## src/rtl/lcd_pkg.sv

```systemverilog
// Shared definitions for the HD44780-compatible bus responder.
// Holds the instruction opcode masks, the DDRAM line bases and wrap limits,
// the blank character, the default busy times and the address-counter step
// helper used by the responder top level.
package lcd_pkg;

    // Instruction opcode masks; an instruction is classified by its highest set bit.
    localparam logic [7:0] OP_CLEAR   = 8'h01;
    localparam logic [7:0] OP_HOME    = 8'h02;
    localparam logic [7:0] OP_ENTRY   = 8'h04;
    localparam logic [7:0] OP_DISPCTL = 8'h08;
    localparam logic [7:0] OP_SHIFT   = 8'h10;
    localparam logic [7:0] OP_FUNC    = 8'h20;
    localparam logic [7:0] OP_CGRAM   = 8'h40;
    localparam logic [7:0] OP_DDRAM   = 8'h80;

    // DDRAM line bases and the last address of each 40-character line.
    localparam logic [6:0] LINE1_BASE = 7'h00;
    localparam logic [6:0] LINE2_BASE = 7'h40;
    localparam logic [6:0] LINE1_LAST = 7'h27;
    localparam logic [6:0] LINE2_LAST = 7'h67;

    localparam logic [7:0] LCD_SPACE = 8'h20;

    // Default busy times in clock cycles at 50 MHz.
    localparam int BUSY_SHORT_DEF = 2000;
    localparam int BUSY_LONG_DEF  = 82000;

    // Which busy time an accepted write reloads.
    typedef enum logic [1:0] {
        BUSY_NONE  = 2'd0,
        BUSY_SHORT = 2'd1,
        BUSY_LONG  = 2'd2
    } busy_load_e;

    // One address-counter step with the two-line wrap. Addresses outside the
    // line windows simply step by one so an invalid AC drifts predictably.
    function automatic logic [6:0] ac_step(input logic [6:0] ac, input logic inc);
        logic [6:0] nxt;
        if (inc) begin
            if (ac == LINE1_LAST) begin
                nxt = LINE2_BASE;
            end else if (ac == LINE2_LAST) begin
                nxt = LINE1_BASE;
            end else begin
                nxt = ac + 7'd1;
            end
        end else begin
            if (ac == LINE2_BASE) begin
                nxt = LINE1_LAST;
            end else if (ac == LINE1_BASE) begin
                nxt = LINE2_LAST;
            end else begin
                nxt = ac - 7'd1;
            end
        end
        return nxt;
    endfunction

endpackage

```

## src/rtl/lcd_bus_sampler.sv

```systemverilog
// Brings the asynchronous character-LCD bus into the clock domain and turns
// each falling edge of the enable strobe into a one-cycle transfer.
// Ports:
//   clk, rst_n            clock and asynchronous active-low reset
//   lcd_rs/rw/en/data     raw bus pins
//   xfer_valid            one-cycle pulse, one per detected enable fall
//   xfer_rs/rw/data       bus values captured at that fall (held until next)
module lcd_bus_sampler
    import lcd_pkg::*;
(
    input  logic       clk,
    input  logic       rst_n,
    input  logic       lcd_rs,
    input  logic       lcd_rw,
    input  logic       lcd_en,
    input  logic [7:0] lcd_data,
    output logic       xfer_valid,
    output logic       xfer_rs,
    output logic       xfer_rw,
    output logic [7:0] xfer_data
);

    logic       s1_rs_r, s1_rw_r, s1_en_r;
    logic [7:0] s1_data_r;
    logic       s2_rs_r, s2_rw_r, s2_en_r;
    logic [7:0] s2_data_r;
    logic       valid_r, rs_r, rw_r;
    logic [7:0] data_r;
    logic       fall_s;

    // The newer stage is low while the older stage is still high: enable just fell.
    assign fall_s = s2_en_r & ~s1_en_r;

    // Two-stage synchronizer for all bus pins.
    always_ff @(posedge clk or negedge rst_n) begin
        if (!rst_n) begin
            s1_rs_r   <= 1'b0;
            s1_rw_r   <= 1'b0;
            s1_en_r   <= 1'b0;
            s1_data_r <= 8'h00;
            s2_rs_r   <= 1'b0;
            s2_rw_r   <= 1'b0;
            s2_en_r   <= 1'b0;
            s2_data_r <= 8'h00;
        end else begin
            s1_rs_r   <= lcd_rs;
            s1_rw_r   <= lcd_rw;
            s1_en_r   <= lcd_en;
            s1_data_r <= lcd_data;
            s2_rs_r   <= s1_rs_r;
            s2_rw_r   <= s1_rw_r;
            s2_en_r   <= s1_en_r;
            s2_data_r <= s1_data_r;
        end
    end

    // Capture register: the s2 copies are the ones aligned with the enable still high.
    always_ff @(posedge clk or negedge rst_n) begin
        if (!rst_n) begin
            valid_r <= 1'b0;
            rs_r    <= 1'b0;
            rw_r    <= 1'b0;
            data_r  <= 8'h00;
        end else begin
            valid_r <= fall_s;
            if (fall_s) begin
                rs_r   <= s2_rs_r;
                rw_r   <= s2_rw_r;
                data_r <= s2_data_r;
            end else begin
                rs_r   <= rs_r;
                rw_r   <= rw_r;
                data_r <= data_r;
            end
        end
    end

    assign xfer_valid = valid_r;
    assign xfer_rs    = rs_r;
    assign xfer_rw    = rw_r;
    assign xfer_data  = data_r;

endmodule

```

## src/rtl/text_lcd_responder.sv

```systemverilog
// HD44780-compatible write responder. Decodes instructions and data writes
// from the character-LCD bus, keeps a 2x16 DDRAM image, the address counter,
// entry direction and display-on bit, and flags writes made while busy.
// Ports:
//   clk, rst_n            clock and asynchronous active-low reset
//   lcd_rs/rw/en/data     bus pins from the driver
//   line1_buffer          DDRAM 0x00-0x0F, char 0 in [127:120]
//   line2_buffer          DDRAM 0x40-0x4F, same packing
//   ddram_addr            address counter
//   display_on            D bit of the last display-control instruction
//   busy                  busy counter non-zero
//   write_strobe          one-cycle pulse per accepted write
//   busy_violation        sticky: a write arrived while busy
module text_lcd_responder
    import lcd_pkg::*;
#(
    parameter int BUSY_SHORT_CYC = BUSY_SHORT_DEF,
    parameter int BUSY_LONG_CYC  = BUSY_LONG_DEF,
    parameter int CNT_W          = 17
) (
    input  logic         clk,
    input  logic         rst_n,
    input  logic         lcd_rs,
    input  logic         lcd_rw,
    input  logic         lcd_en,
    input  logic [7:0]   lcd_data,
    output logic [127:0] line1_buffer,
    output logic [127:0] line2_buffer,
    output logic [6:0]   ddram_addr,
    output logic         display_on,
    output logic         busy,
    output logic         write_strobe,
    output logic         busy_violation
);

    localparam logic [CNT_W-1:0] CNT_ZERO  = {CNT_W{1'b0}};
    localparam logic [CNT_W-1:0] CNT_ONE   = {{(CNT_W-1){1'b0}}, 1'b1};
    localparam logic [CNT_W-1:0] CNT_SHORT = CNT_W'(BUSY_SHORT_CYC);
    localparam logic [CNT_W-1:0] CNT_LONG  = CNT_W'(BUSY_LONG_CYC);

    logic         xfer_valid_s, xfer_rs_s, xfer_rw_s;
    logic [7:0]   xfer_data_s;

    logic [127:0] line1_r, line2_r;
    logic [6:0]   ac_r;
    logic         id_r, display_on_r, busy_r, strobe_r, violation_r;
    logic [CNT_W-1:0] cnt_r;

    logic         accept_s, store_s, clear_s;
    logic [6:0]   ac_next_s;
    logic         id_next_s, disp_next_s;
    busy_load_e   load_s;
    logic [CNT_W-1:0] cnt_next_s;
    logic [6:0]   byte_lsb_s;
    logic         in_line1_s, in_line2_s;

    lcd_bus_sampler u_sampler (
        .clk        (clk),
        .rst_n      (rst_n),
        .lcd_rs     (lcd_rs),
        .lcd_rw     (lcd_rw),
        .lcd_en     (lcd_en),
        .lcd_data   (lcd_data),
        .xfer_valid (xfer_valid_s),
        .xfer_rs    (xfer_rs_s),
        .xfer_rw    (xfer_rw_s),
        .xfer_data  (xfer_data_s)
    );

    // Only 0x00-0x0F and 0x40-0x4F are backed by storage.
    assign in_line1_s = (ac_r[6:4] == 3'b000);
    assign in_line2_s = (ac_r[6:4] == 3'b100);
    assign byte_lsb_s = 7'd120 - {ac_r[3:0], 3'b000};

    // Write decode: data writes and instructions classified by highest set bit.
    always_comb begin
        accept_s    = xfer_valid_s & ~xfer_rw_s;
        ac_next_s   = ac_r;
        id_next_s   = id_r;
        disp_next_s = display_on_r;
        store_s     = 1'b0;
        clear_s     = 1'b0;
        load_s      = BUSY_NONE;
        if (accept_s) begin
            if (xfer_rs_s) begin
                store_s   = 1'b1;
                ac_next_s = ac_step(ac_r, id_r);
                load_s    = BUSY_SHORT;
            end else if ((xfer_data_s & OP_DDRAM) != 8'h00) begin
                ac_next_s = xfer_data_s[6:0];
                load_s    = BUSY_SHORT;
            end else if ((xfer_data_s & (OP_CGRAM | OP_FUNC | OP_SHIFT)) != 8'h00) begin
                load_s = BUSY_SHORT;
            end else if ((xfer_data_s & OP_DISPCTL) != 8'h00) begin
                disp_next_s = xfer_data_s[2];
                load_s      = BUSY_SHORT;
            end else if ((xfer_data_s & OP_ENTRY) != 8'h00) begin
                id_next_s = xfer_data_s[1];
                load_s    = BUSY_SHORT;
            end else if ((xfer_data_s & OP_HOME) != 8'h00) begin
                ac_next_s = LINE1_BASE;
                load_s    = BUSY_LONG;
            end else if ((xfer_data_s & OP_CLEAR) != 8'h00) begin
                clear_s   = 1'b1;
                ac_next_s = LINE1_BASE;
                id_next_s = 1'b1;
                load_s    = BUSY_LONG;
            end else begin
                load_s = BUSY_NONE;
            end
        end else begin
            load_s = BUSY_NONE;
        end
    end

    // Busy counter: reload on accepted writes, otherwise count down to zero.
    always_comb begin
        cnt_next_s = cnt_r;
        case (load_s)
            BUSY_LONG:  cnt_next_s = CNT_LONG;
            BUSY_SHORT: cnt_next_s = CNT_SHORT;
            default: begin
                if (cnt_r != CNT_ZERO) begin
                    cnt_next_s = cnt_r - CNT_ONE;
                end else begin
                    cnt_next_s = CNT_ZERO;
                end
            end
        endcase
    end

    // Control state: AC, entry direction, display bit, busy and status flags.
    always_ff @(posedge clk or negedge rst_n) begin
        if (!rst_n) begin
            ac_r         <= LINE1_BASE;
            id_r         <= 1'b1;
            display_on_r <= 1'b0;
            cnt_r        <= CNT_ZERO;
            busy_r       <= 1'b0;
            strobe_r     <= 1'b0;
            violation_r  <= 1'b0;
        end else begin
            ac_r         <= ac_next_s;
            id_r         <= id_next_s;
            display_on_r <= disp_next_s;
            cnt_r        <= cnt_next_s;
            busy_r       <= (cnt_next_s != CNT_ZERO);
            strobe_r     <= accept_s;
            // The check sees the counter before this write reloads it.
            violation_r  <= violation_r | (accept_s & (cnt_r != CNT_ZERO));
        end
    end

    // DDRAM image: clear fills with spaces, data writes land at the current AC.
    always_ff @(posedge clk or negedge rst_n) begin
        if (!rst_n) begin
            line1_r <= {16{LCD_SPACE}};
            line2_r <= {16{LCD_SPACE}};
        end else if (clear_s) begin
            line1_r <= {16{LCD_SPACE}};
            line2_r <= {16{LCD_SPACE}};
        end else if (store_s && in_line1_s) begin
            line1_r[byte_lsb_s +: 8] <= xfer_data_s;
        end else if (store_s && in_line2_s) begin
            line2_r[byte_lsb_s +: 8] <= xfer_data_s;
        end else begin
            line1_r <= line1_r;
            line2_r <= line2_r;
        end
    end

    assign line1_buffer   = line1_r;
    assign line2_buffer   = line2_r;
    assign ddram_addr     = ac_r;
    assign display_on     = display_on_r;
    assign busy           = busy_r;
    assign write_strobe   = strobe_r;
    assign busy_violation = violation_r;

endmodule

```

## config.mk

```make
export PLATFORM = sky130hd
export DESIGN_NAME = text_lcd_responder
export DESIGN_NICKNAME = d
export VERILOG_FILES = /design/src/rtl/lcd_pkg.sv /design/src/rtl/lcd_bus_sampler.sv /design/src/rtl/text_lcd_responder.sv
export SDC_FILE = /design/constraint.sdc
export NUM_CORES = 1
export LEC_CHECK = 0
export ABC_AREA = 1
export CELL_PAD_IN_SITES_DETAIL_PLACEMENT = 1
export CELL_PAD_IN_SITES_GLOBAL_PLACEMENT = 1
export CORE_ASPECT_RATIO = 0.6
export CORE_MARGIN = 1
export CORE_UTILIZATION = 38
export DETAILED_ROUTE_END_ITERATION = 7
export GPL_ROUTABILITY_DRIVEN = 0
export GPL_TIMING_DRIVEN = 0
export MAX_ROUTING_LAYER = met4
export PLACE_DENSITY_LB_ADDON = 0.1
export SETUP_SLACK_MARGIN = 0.1
export SLEW_MARGIN = 0
export SYNTH_ARGS = -nofsm -noshare
export SYNTH_HDL_FRONTEND = slang
export SYNTH_SLANG_ARGS = --single-unit
```

## constraint.sdc

```tcl
create_clock -name clk -period 2.5 [get_ports clk]
set_input_delay 0.5 -clock clk [delete_from_list [all_inputs] [get_ports clk]]
set_output_delay 0.5 -clock clk [all_outputs]
set_load 0.02 [all_outputs]
```

**Run 1: cell sizes after repair**

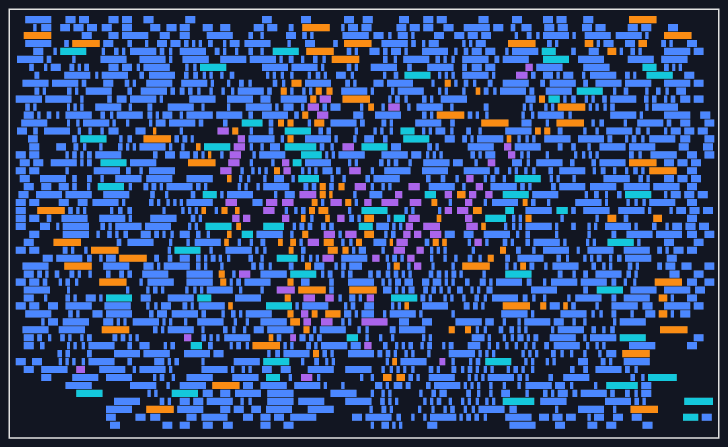
Key: orange = _2 cells [cells 127, most used dfstp_2]; purple = _3 and _4 cells [cells 77, most used buf_4]; blue = _0 and _1 cells [cells 1,564, most used nand2_1]; cyan = _6 and larger [cells 60, most used clkbuf_16]
Final Cell Area: 18,300 sq um
non-clock buffer count: 355
PnR worst setup slack: 0.136 ns
Syn-to-layout area delta: 39.3%

**Run 1: the metal 3 layer**

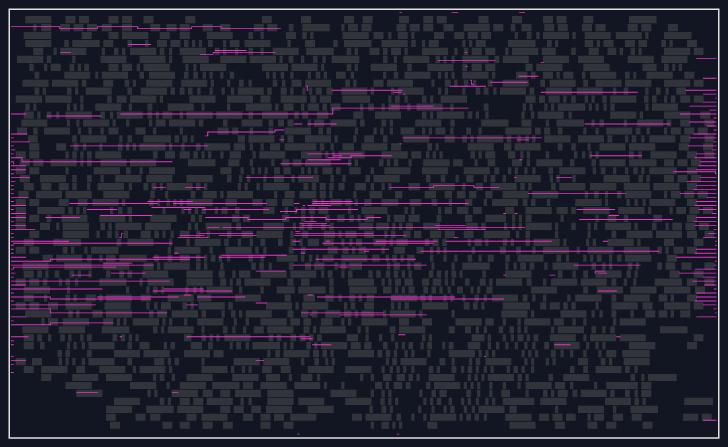
The wires run mostly horizontal. The longest straight run is 103 um.
DR vias: 12.0k
Routed Wire Length: 51.0 mm
met3 GRT Util: 5.31%

==> flow_metrics.py, run 1 <==
# Generated from Yosys and OpenROAD reports
metrics = {
    "global_routing": {
        "grt_max_degree": 123,
        "grt_overflow": 0,
        "grt_pass1_wl_mm": 77.0,
        "antenna_found_initial": 1,
        "grt_pass1_vias": 12300,
    },
    "cts": {
        "ctsResizeCount": 54,
        "cts_buffers": 31,
        "cts_tree": "built",
        "h-tree-depth": 1,
        "cts_setup_buffers": 9,
        "clockBufferDepth": 3,
        "clk_pin_slew_ns": 0.06,
        "hold_buffers": 1,
        "cts-root-buf": "clkbuf_16",
        "numClockSinks": 318,
    },
    "synthesis": {
        "top_cell": "nand2_1",
        "yosysUniqueCellTypes": 46,
        "synth.cellmix.simpleShare_pct": 21.5,
        "synth-edff-count": 0,
        "top_area_cell": "dfrtp_1",
        "synthTopLogicFamily": "simple AND/OR/NAND/NOR gates",
        "xor_area_share_pct": 0.333,
        "mux_area_share_pct": 0,
        "syn_area_per_cell_sq_um": 8.98,
        "netlist_area_sq_um": 13100,
        "syn-num-nets": 1486,
        "netlist_instances": 1465,
        "synth-async-reset-ratio_pct": 100,
        "synth_flops": 318,
        "synthAdderAreaFrac_pct": 0.761,
        "ys_cells": 1465,
        "ys_top_cells_by_count": "nand2_1 (497), dfrtp_1 (285), o21ai_0 (247), nor2_1 (94), inv_1 (92)",
        "synth_chip_area_sq_um": 13100,
    },
    "cells_and_area": {
        "final-comb-area_sq_um": 4870,
        "layout_top_cell": "nand2_1",
        "largestClassByArea": "sequential cells",
        "nonClkBufAreaFrac_pct": 18.7,
        "final_cells": 2287,
        "nNonClkInverters": 98,
        "comb_share_pct": 26.6,
        "clockNetworkAreaShare_pct": 5.60,
        "logic_gates": 1000,
        "fin_nets": 1825,
    },
    "pwr": {
        "leakagePower_nw": 8.12,
        "total_power_mw": 15.0,
        "ir_worst_vdd_uv": 555,
        "powerDensity_nw_per_um2": 817,
    },
    "min_path": {
        "hold_class": "flip-flop to flip-flop",
    },
    "timing": {
        "fmax_ghz": 0.423,
        "finalClockSkew_ns": 0.0332,
        "maxSlewViolCount": 0,
        "hold_viol": 0,
        "worstMarginPinSlew_ns": 1.20,
        "setup_tns_ns": 0,
        "setup_viol": 0,
        "fin_crit_sh_pct": 94.5,
        "finalCriticalPeriod_ns": 2.36,
        "max_slew_margin_pct": 19.8,
        "holdWs_ns": 0.348,
    },
    "critical_path": {
        "critPathBufInv": 3,
        "critPathTopFamily": "simple AND/OR/NAND/NOR gates",
        "cp_slowest_cell": "dfrtp_1",
        "cpPeakStageDelay_ns": 0.43,
        "crit_type": "flip-flop to flip-flop",
        "crit_top_cell": "inv_1",
        "critPathCaptureType": "flip-flop",
        "arrival_ns": 2.81,
        "path_cells": "nor2_4 -> o2111ai_2 -> nor2_1 -> inv_1 -> ha_4 -> inv_1 -> nand2_1 -> inv_1 -> a21oi_2 -> nand2_1 -> nor2_1 -> nand3_1",
    },
    "die": {
        "ioPinCount": 280,
        "dieArea_sq_um": 35400,
        "fp.dieH_um": 146,
        "die_w_um": 242,
    },
    "place": {
        "pre_cts_slack_ns": -0.865,
        "portBuffers": 279,
        "placed_area_sq_um": 16600,
        "dp_hpwl_mm": 37.1,
        "dp.cells": 2205,
    },
    "routing": {
        "wl_met3_mm": 3.16,
        "drtIter0Drc": 874,
        "met1_length_mm": 24.7,
        "via_per_inst": 5.26,
        "highest_layer": "met4",
    },
    "outcome": {
        "status": "finished, final reports clean",
    },
    "run": {
        "warnings": 37,
    },
}
**Run 1: routing congestion**

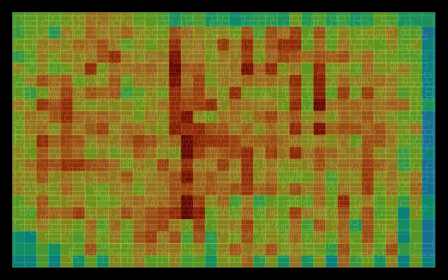
fin util: 54.0%
WL/cell: 22.3 um
gr busiest metal: met1
met2 Use GR: 42.5%
Tot GR Track Use: 29.6%

-- run 1: sequential cells by signal (all words and copies together), names as in the netlist --
register and flops:
busy 1, line2_buffer 128, u_sampler.s2_data_r 8, cnt_r 17, u_sampler.xfer_valid 1, write_strobe 1
u_sampler.s2_en_r 1, u_sampler.s1_data_r 8, ddram_addr 7, line1_buffer 128, u_sampler.s1_rw_r 1, u_sampler.s1_rs_r 1
display_on 1, u_sampler.s2_rw_r 1, u_sampler.s2_rs_r 1, u_sampler.s1_en_r 1, u_sampler.xfer_rw 1, u_sampler.xfer_rs 1
id_r 1, u_sampler.xfer_data 8, busy_violation 1
-- run 1: report_power, final --
| group | switching [mW] | internal [mW] | leakage (nW) | total (mW) |
|---|---|---|---|---|
| combinational | 2.91 | 1.33 | 3.41 | 4.24 |
| clock | 2.07 | 2.78 | 0.502 | 4.85 |
| sequential | 0.332 | 5.53 | 4.20 | 5.86 |
| total | 5.31 | 9.64 | 8.12 | 15.0 |
-- run 1: path summary, 6_finish.rpt --
kind	end	cells after the start	slack [ns]	from
setup / recovery	busy	12	0.14	u_sampler.xfer_rw
hold / removal	u_sampler.s2_data_r[3]	0	0.35	u_sampler.s1_data_r[3]
setup reg to reg	busy	12	0.14	u_sampler.xfer_rw
hold reg to reg	u_sampler.s2_data_r[3]	0	0.35	u_sampler.s1_data_r[3]
max in group asynchronous	line2_buffer[67]	3	0.93	rst_n
min in group asynchronous	line2_buffer[86]	2	0.52	rst_n
-- run 1: per-layer routing --
metal	vias to the layer above	GRT usage, %
met1	6198	43.7
met5	-	-
met3	68	5.31
li1	5405	-
met4	0	6.27
met2	349	42.5
**Run 1: routed clock nets over the placement**

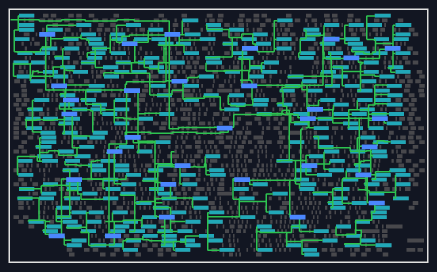

==> run 2, diff against run 1 <==
CTS_CLUSTER_DIAMETER = 50   (was not set)
**Run 2: routed clock nets over the placement**

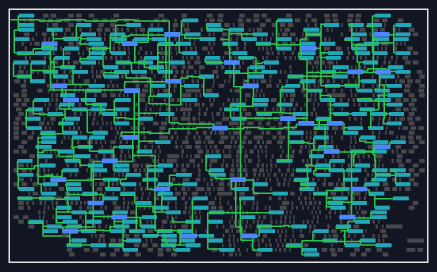
Key: blue = clock drivers [count 31]; green = clock wires [length 4,040 um]; cyan = flip-flops [count 318]
There are 32 routed clock nets. Position of the flops: all over the die.
Clock Power Share: 31.7%
clk pwr: 4.69 mW
worst skew pair latency: 0.58 ns

==> run 2 against run 1 <==
Against the previous run: flip-flop count did not move; highest routed layer unchanged; critical path type unchanged; count of clock-buffer cells in the layout decreased by 2; wire length decreased by 0.12%; fmax shrank 3.6%; clock power is 3% lower; hold slack is essentially flat; area after synthesis unchanged; design area about the same; die size unchanged; combinational power is essentially flat; total power fell by 0.93%.
==> flow_metrics.py, run 2 <==
# Generated from Yosys and OpenROAD reports
metrics = {
    "global_routing": {
        "grt_use_total_pct": 29.6,
        "grt_pass1_wl_mm": 76.5,
        "grt_max_degree": 123,
        "grt_pass1_vias": 12200,
        "grt_overflow": 0,
    },
    "synthesis": {
        "syn-num-nets": 1486,
        "netlist_area_sq_um": 13100,
        "syn_area_per_cell_sq_um": 8.98,
        "ys_cells": 1465,
        "ys_top_cells_by_count": "nand2_1 (497), dfrtp_1 (285), o21ai_0 (247), nor2_1 (94), inv_1 (92)",
        "synth-edff-count": 0,
        "synth_chip_area_sq_um": 13100,
        "top_area_cell": "dfrtp_1",
        "yosysUniqueCellTypes": 46,
        "synth_flops": 318,
        "synth-async-reset-ratio_pct": 100,
        "synthAdderAreaFrac_pct": 0.761,
        "netlist_instances": 1465,
    },
    "timing": {
        "fmax_ghz": 0.408,
        "hold_viol": 0,
        "fin_crit_sh_pct": 98.0,
        "worstMarginPinSlew_ns": 1.21,
        "setup_viol": 0,
        "holdWs_ns": 0.348,
        "finalCriticalPeriod_ns": 2.45,
    },
    "cts": {
        "cts_buffers": 31,
        "clk_pin_slew_ns": 0.07,
        "cts_tree": "built",
        "clockBufferDepth": 3,
    },
    "critical_path": {
        "cpPeakStageDelay_ns": 0.43,
        "arrival_ns": 2.90,
        "crit_top_cell": "nor2_1",
        "cp_slowest_cell": "dfrtp_1",
        "critPathTopFamily": "simple AND/OR/NAND/NOR gates",
        "path_cells": "nor2_4 -> inv_1 -> nor2_1 -> ha_4 -> nand2_2 -> inv_4 -> a21oi_2 -> nand2_1 -> nor2_1 -> nand3_1",
        "critPathCaptureType": "flip-flop",
        "crit_type": "flip-flop to flip-flop",
    },
    "pwr": {
        "leakagePower_nw": 8.12,
        "powerDensity_nw_per_um2": 809,
        "intPower_mw": 9.52,
        "p_sw_share_pct": 35.8,
        "power_frac_seq_pct": 39.6,
    },
    "routing": {
        "via_per_inst": 5.22,
        "drtIter0Drc": 838,
        "vias": 12000,
        "drt_wl_total_mm": 51.0,
        "wl_per_cell_um": 22.2,
    },
    "die": {
        "fp.dieH_um": 146,
        "die_w_um": 242,
        "dieArea_sq_um": 35400,
    },
    "cells_and_area": {
        "area_growth_pct": 39.2,
        "fin_nets": 1832,
    },
    "place": {
        "dp.cells": 2205,
        "placed_area_sq_um": 16600,
    },
    "run": {
        "warnings": 37,
    },
    "outcome": {
        "status": "finished, final reports clean",
    },
}
**Run 2: gate families picked out**

Bar = 50 um.
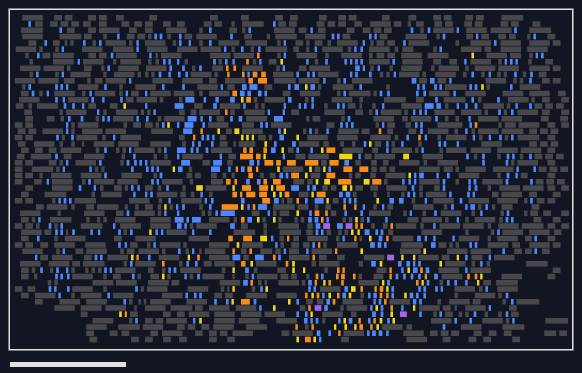
Key: blue = NAND gates [cells 568, most used nand2_1, where all over the die]; orange = NOR gates [cells 120, most used nor2_1]; yellow = inverters [cells 99, most used inv_1]; purple = XOR/XNOR gates [cells 5, most used xor2_1, where bottom center]
fraction of area in multi-input gates: 26.5%
non-filler instance count after layout: 2,294
most frequent logic cell in the layout: nand2_1

run 2: cell counts after synthesis:
No cell type changed its count.
run 2: layout make-up:
class / count / area, sq um
fill: 3873 / 15600
tap: 459 / 574
timing repair inverter: 1 / 6.26
sequential: 318 / 8000
inverter: 98 / 407
clock buffer: 47 / 916
multi-input combinational: 1000 / 4850
timing repair buffer: 314 / 3120
clock inverter: 10 / 92.6
buffer: 47 / 328
run 2: kinds of logic (layout without fill, tap and decap cells):
family | count (synthesis) | in the layout
AND-OR/OR-AND | 297 | 297
XOR/XNOR | 5 | 5
adder cells (fa/ha/maj) | 8 | 8
buffers and inverters | 147 | 517
flip-flops | 318 | 318
AND/OR/NAND/NOR | 690 | 690
run 2: path summary, 6_finish.rpt:
kind	to	slack, ns	start	cells past startpoint
worst max-delay path	busy	0.05	u_sampler.xfer_rw	10
worst min-delay path	u_sampler.s2_data_r[3]	0.35	u_sampler.s1_data_r[3]	0
worst max register to register	busy	0.05	u_sampler.xfer_rw	10
worst min register to register	u_sampler.s2_data_r[3]	0.35	u_sampler.s1_data_r[3]	0
max in group asynchronous	line2_buffer[100]	0.93	rst_n	3
min in group asynchronous	line2_buffer[87]	0.53	rst_n	2
run 2: per-layer routing:
metal	GRT usage [%]	wire, um	share of wire, %
met1	42.7	24200	48
met2	43.1	22400	44
met3	6.29	3520	6.9
met4	5.16	864	1.7
met5	-	0	0
run 2: timing repair:
item,CTS,global route
setup buffers,8,23
gates cloned,0,2
hold buffers,1,0
pin swaps,4,15
endpoints found under the hold margin,47,0
resized,58,121
endpoints found under the setup margin,275,258
run 2: power by group through the flow:
stage	registers [mW]	clock network [mW]	logic (mW)
detailed placement	5.93	0	3.62
CTS	5.86	4.77	3.82
finish	5.87	4.69	4.25
floorplan	6.12	0	1.86
global placement	5.93	0	3.50
global route	5.91	4.97	4.60
Power and IR drop assume default switching activity.
